[src/rtl/bmem_arbiter.sv]
// bmem_arbiter: shares one banked-memory port between the I-cache (reads) and
// the D-cache (reads and writebacks). Reads issue in a single cycle, writebacks
// stream BEATS beats from the WR state, and returning bursts are routed to the
// owning cache by line address and assembled into a full line.
module bmem_arbiter #(
   parameter int unsigned ADDR_W = 32,
   parameter int unsigned BEAT_W = 64,
   parameter int unsigned BEATS  = 4
) (
   input  logic                     clk,
   input  logic                     rst_n,
   input  logic [ADDR_W-1:0]        i_addr,
   input  logic                     i_read,
   output logic [BEAT_W*BEATS-1:0]  i_rdata,
   output logic                     i_resp,
   input  logic [ADDR_W-1:0]        d_addr,
   input  logic                     d_read,
   input  logic                     d_write,
   input  logic [BEAT_W*BEATS-1:0]  d_wdata,
   output logic [BEAT_W*BEATS-1:0]  d_rdata,
   output logic                     d_resp,
   output logic [ADDR_W-1:0]        bmem_addr,
   output logic                     bmem_read,
   output logic                     bmem_write,
   output logic [BEAT_W-1:0]        bmem_wdata,
   input  logic                     bmem_ready,
   input  logic [ADDR_W-1:0]        bmem_raddr,
   input  logic [BEAT_W-1:0]        bmem_rdata,
   input  logic                     bmem_rvalid
);

   localparam int unsigned LINE_W = BEAT_W * BEATS;
   localparam int unsigned OFF_W  = $clog2(LINE_W / 8);
   localparam int unsigned LA_W   = ADDR_W - OFF_W;
   localparam int unsigned CNT_W  = (BEATS > 1) ? $clog2(BEATS) : 1;
   localparam logic [CNT_W-1:0] LAST = CNT_W'(BEATS - 1);

   typedef enum logic {IDLE, WR} state_t;

   state_t            state_q, state_d;
   logic              rr_q;                  // 0: I-cache wins a tie, 1: D-cache wins
   logic              i_pend, d_pend;
   logic [LA_W-1:0]   i_line, d_line, wr_line;
   logic [CNT_W-1:0]  i_cnt, d_cnt, wr_cnt;
   logic [LINE_W-1:0] i_buf, d_buf, i_line_nx, d_line_nx;
   logic              i_elig, d_elig, grant_i, grant_d;
   logic              i_issue, d_issue, wr_start, wr_last;
   logic              i_match, d_match;
   logic              unused_low;

   // Byte-offset bits are never looked at; reduce them into a sink.
   assign unused_low = ^{i_addr[OFF_W-1:0], d_addr[OFF_W-1:0], bmem_raddr[OFF_W-1:0]};

   // Eligibility, arbitration and bmem strobe generation. Requests are gated by
   // rst_n so the strobes read 0 while reset is held, and a requester whose resp
   // is pulsing is not eligible so its still-high request is not re-issued.
   always_comb begin
      state_d    = state_q;
      bmem_read  = 1'b0;
      bmem_write = 1'b0;
      bmem_addr  = '0;
      bmem_wdata = '0;
      grant_i    = 1'b0;
      grant_d    = 1'b0;
      wr_start   = 1'b0;
      wr_last    = 1'b0;
      i_elig = rst_n && i_read && !i_pend && !i_resp &&
               !(d_pend && (d_line == i_addr[ADDR_W-1:OFF_W]));
      d_elig = rst_n && (d_read || d_write) && !d_pend && !d_resp &&
               !(i_pend && (i_line == d_addr[ADDR_W-1:OFF_W]));
      case (state_q)
         IDLE: begin
            grant_i = i_elig && (!d_elig || !rr_q);
            grant_d = d_elig && !grant_i;
            if (grant_i) begin
               bmem_read = 1'b1;
               bmem_addr = {i_addr[ADDR_W-1:OFF_W], {OFF_W{1'b0}}};
            end else if (grant_d && d_read) begin
               bmem_read = 1'b1;
               bmem_addr = {d_addr[ADDR_W-1:OFF_W], {OFF_W{1'b0}}};
            end else if (grant_d) begin
               wr_start = 1'b1;
               state_d  = WR;
            end
         end
         WR: begin
            bmem_write = 1'b1;
            bmem_addr  = {wr_line, {OFF_W{1'b0}}};
            bmem_wdata = d_wdata[wr_cnt*BEAT_W +: BEAT_W];
            if (bmem_ready && (wr_cnt == LAST)) begin
               wr_last = 1'b1;
               state_d = IDLE;
            end
         end
         default: state_d = IDLE;
      endcase
      i_issue = grant_i && bmem_ready;
      d_issue = grant_d && d_read && bmem_ready;
   end

   // Beat matching and line assembly: the incoming beat merged into each buffer.
   always_comb begin
      i_match   = bmem_rvalid && i_pend && (bmem_raddr[ADDR_W-1:OFF_W] == i_line);
      d_match   = bmem_rvalid && d_pend && (bmem_raddr[ADDR_W-1:OFF_W] == d_line);
      i_line_nx = i_buf;
      i_line_nx[i_cnt*BEAT_W +: BEAT_W] = bmem_rdata;
      d_line_nx = d_buf;
      d_line_nx[d_cnt*BEAT_W +: BEAT_W] = bmem_rdata;
   end

   // FSM state, writeback beat counter and round-robin pointer.
   always_ff @(posedge clk or negedge rst_n) begin
      if (!rst_n) begin
         state_q <= IDLE;
         wr_cnt  <= '0;
         wr_line <= '0;
         rr_q    <= 1'b0;
      end else begin
         state_q <= state_d;
         if (wr_start) begin
            wr_cnt  <= '0;
            wr_line <= d_addr[ADDR_W-1:OFF_W];
         end else if (state_q == WR && bmem_ready) begin
            wr_cnt <= wr_last ? '0 : wr_cnt + 1'b1;
         end
         if (i_issue)                  rr_q <= 1'b1;
         else if (d_issue || wr_start) rr_q <= 1'b0;
      end
   end

   // I-cache read tracking: pending flag, beat capture and completion pulse.
   always_ff @(posedge clk or negedge rst_n) begin
      if (!rst_n) begin
         i_pend  <= 1'b0;
         i_line  <= '0;
         i_cnt   <= '0;
         i_buf   <= '0;
         i_rdata <= '0;
         i_resp  <= 1'b0;
      end else begin
         i_resp <= 1'b0;
         if (i_issue) begin
            i_pend <= 1'b1;
            i_line <= i_addr[ADDR_W-1:OFF_W];
            i_cnt  <= '0;
         end
         if (i_match) begin
            i_buf <= i_line_nx;
            if (i_cnt == LAST) begin
               i_pend  <= 1'b0;
               i_resp  <= 1'b1;
               i_rdata <= i_line_nx;
               i_cnt   <= '0;
            end else begin
               i_cnt <= i_cnt + 1'b1;
            end
         end
      end
   end

   // D-cache read tracking plus writeback completion onto the shared d_resp.
   always_ff @(posedge clk or negedge rst_n) begin
      if (!rst_n) begin
         d_pend  <= 1'b0;
         d_line  <= '0;
         d_cnt   <= '0;
         d_buf   <= '0;
         d_rdata <= '0;
         d_resp  <= 1'b0;
      end else begin
         d_resp <= wr_last;
         if (d_issue) begin
            d_pend <= 1'b1;
            d_line <= d_addr[ADDR_W-1:OFF_W];
            d_cnt  <= '0;
         end
         if (d_match) begin
            d_buf <= d_line_nx;
            if (d_cnt == LAST) begin
               d_pend  <= 1'b0;
               d_resp  <= 1'b1;
               d_rdata <= d_line_nx;
               d_cnt   <= '0;
            end else begin
               d_cnt <= d_cnt + 1'b1;
            end
         end
      end
   end

`ifndef SYNTHESIS
   // Requests must be held until their response.
   assert property (@(posedge clk) disable iff (!rst_n) i_pend |-> i_read)
      else $error("bmem_arbiter: i_read dropped before i_resp");
   assert property (@(posedge clk) disable iff (!rst_n) d_pend |-> d_read)
      else $error("bmem_arbiter: d_read dropped before d_resp");
   assert property (@(posedge clk) disable iff (!rst_n) (state_q == WR) |-> d_write)
      else $error("bmem_arbiter: d_write dropped during writeback");

   // Flag returning beats that no pending read owns; they are discarded.
   always_ff @(posedge clk) begin
      if (rst_n && bmem_rvalid && !i_match && !d_match)
         $warning("bmem_arbiter: dropping unowned beat for %h", bmem_raddr);
   end
`endif

endmodule

[config.mk]
export PLATFORM = sky130hd
export DESIGN_NAME = bmem_arbiter
export DESIGN_NICKNAME = d
export VERILOG_FILES = /design/src/rtl/bmem_arbiter.sv
export SDC_FILE = /design/constraint.sdc
export NUM_CORES = 2
export LEC_CHECK = 0
export CORE_AREA = 2 2 404 406
export CTS_BUF_LIST = sky130_fd_sc_hd__clkbuf_4 sky130_fd_sc_hd__clkbuf_8
export DETAILED_ROUTE_END_ITERATION = 7
export DIE_AREA = 0 0 406 408
export PLACE_DENSITY = 0.52
export SLEW_MARGIN = 10
export SYNTH_ARGS = -nofsm -noshare
export SYNTH_HDL_FRONTEND = slang
export SYNTH_SLANG_ARGS = --single-unit
[constraint.sdc]
create_clock -name clk -period 4.13 [get_ports clk]
set_input_delay 1.239 -clock clk [delete_from_list [all_inputs] [get_ports clk]]
set_output_delay 1.239 -clock clk [all_outputs]
set_load 0.02 [all_outputs]
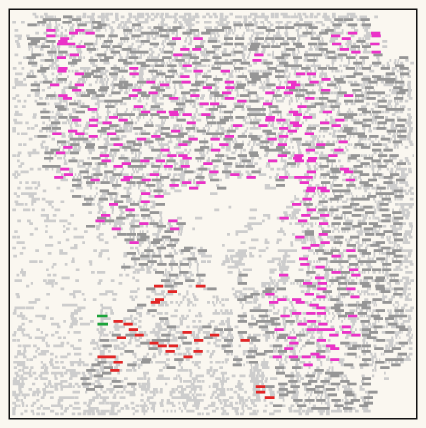
registers.png
Scale: 1 px per µm. Other sequential cells in the stronger grey, the rest of the logic in the fainter grey.
Key: i_buf = magenta [placed flops 256, where spread over the die]; i_line = red [placed flops 27]; wr_cnt = green [placed flops 2]
final core area utilization: 42.8%
Sequential Area: 28000 µm²
sequential cell area share: 40.4%

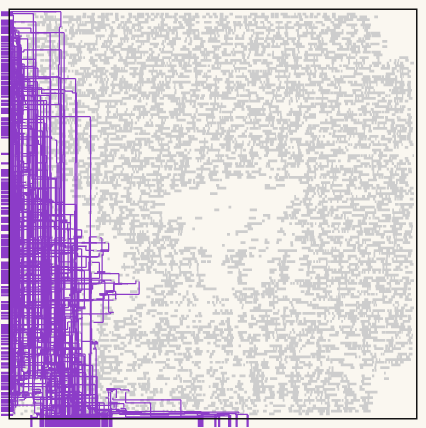
port_nets.png
Scale: 1 px per µm.
Key: d_wdata = purple [bits 256, direction input, end cells 64, buffers 270, wire 34.2 mm]
PortBufs: 1014
IO Pins: 1035

==> reports/qor.csv <==
stage,metric,value,unit
logic_synthesis,"Adder Share, Synth",0.320,%
final_layout,Comb area,20800,µm²
run,tool warning count,64,
final_layout,fill cell count,15700,
placed_design,pre-CTS setup slack,-1510,ps
final_layout,"non-filler cells, final",8126,
placed_design,Routability Congestion,1.08,
die,die width,406,µm
final_layout,diodes inserted,60,
detailed_routing,drt drc,0,
detailed_routing,met1 WL,95800,µm
sta,worst setup margin,-713,ps
detailed_routing,WL per Instance,30.3,µm
power_and_ir_drop,Switching Fraction,30.5,%
clocking,H-Tree Depth,4,
final_layout,number of logic gates,3092,
detailed_routing,vias,42100,
logic_synthesis,and+or+nand+nor area frac,12.7,%
detailed_routing,DR vias/cell,5.18,
power_and_ir_drop,Leak,30.9,nW
critical_path,CP required,2890,ps
grt,vias in the first global route,42400,
detailed_routing,TritonRoute pass-1 iters,6,
critical_path,Reg-to-Reg End,d_buf[8]$_DFFE_PN0P_,
clocking,worst-skew pair later-pin latency,950,ps
final_layout,buffering overhead,19.3,%
status,status,finished with violations,
critical_path,CP Depth,8,
logic_synthesis,Mux area share,4.63,%
detailed_routing,DRT antenna net count,0,
sta,Setup TNS Final,-19040,ps
placed_design,DP HPWL,183000,µm
logic_synthesis,most common cell in the synthesized netlist,dfrtp_1,
sta,# setup viols final,28,
sta,FMAX,206,MHz
logic_synthesis,number of enable flip-flop cells,0,
sta,final slew viol count,0,
logic_synthesis,Synth Cell Area,50800,µm²
final_layout,top cell category,flip-flops and latches,
power_and_ir_drop,Int Pwr,0.0200,W
status,failing checks,setup timing,
grt,total grt overflow,0,
grt,GRT Total Usage,29.4,%
final_layout,multi-input gate share of total cell area,30.0,%
final_layout,Non-clk bufs,1337,
sta,Slew @ Worst Pin,1140,ps
critical_path,slowest CP cell,clkdlybuf4s50_1,
-- worst register-to-register path, stage by stage (launching register included) --
cell and delay [ps]:
dfrtp_1 470, buf_4 190, xnor2_1 370, nand2_1 80, or3b_2 470, or4_1 540, buf_4 210, nor2b_4 220
buf_4 320, a22o_1 200
-- power groups by stage --
stage | Sequential, W | Clock, W | Combinational, W
detailed placement | 0.0119 | 0 | 0.00595
CTS | 0.0117 | 0.0113 | 0.00608
floorplan | 0.0116 | 0 | 0.00294
global route | 0.0117 | 0.0118 | 0.00636
global placement | 0.0119 | 0 | 0.00599
finish | 0.0117 | 0.0110 | 0.00603
-- layer usage --
layer / GRT usage [%] / vias up
met5: 0 / -
met2: 48.0 / 1451
li1: - / 18600
met4: 15.9 / 32
met1: 34.8 / 21500
met3: 8.45 / 414
Power figures rest on the tool's default switching activity, not on a simulated workload.
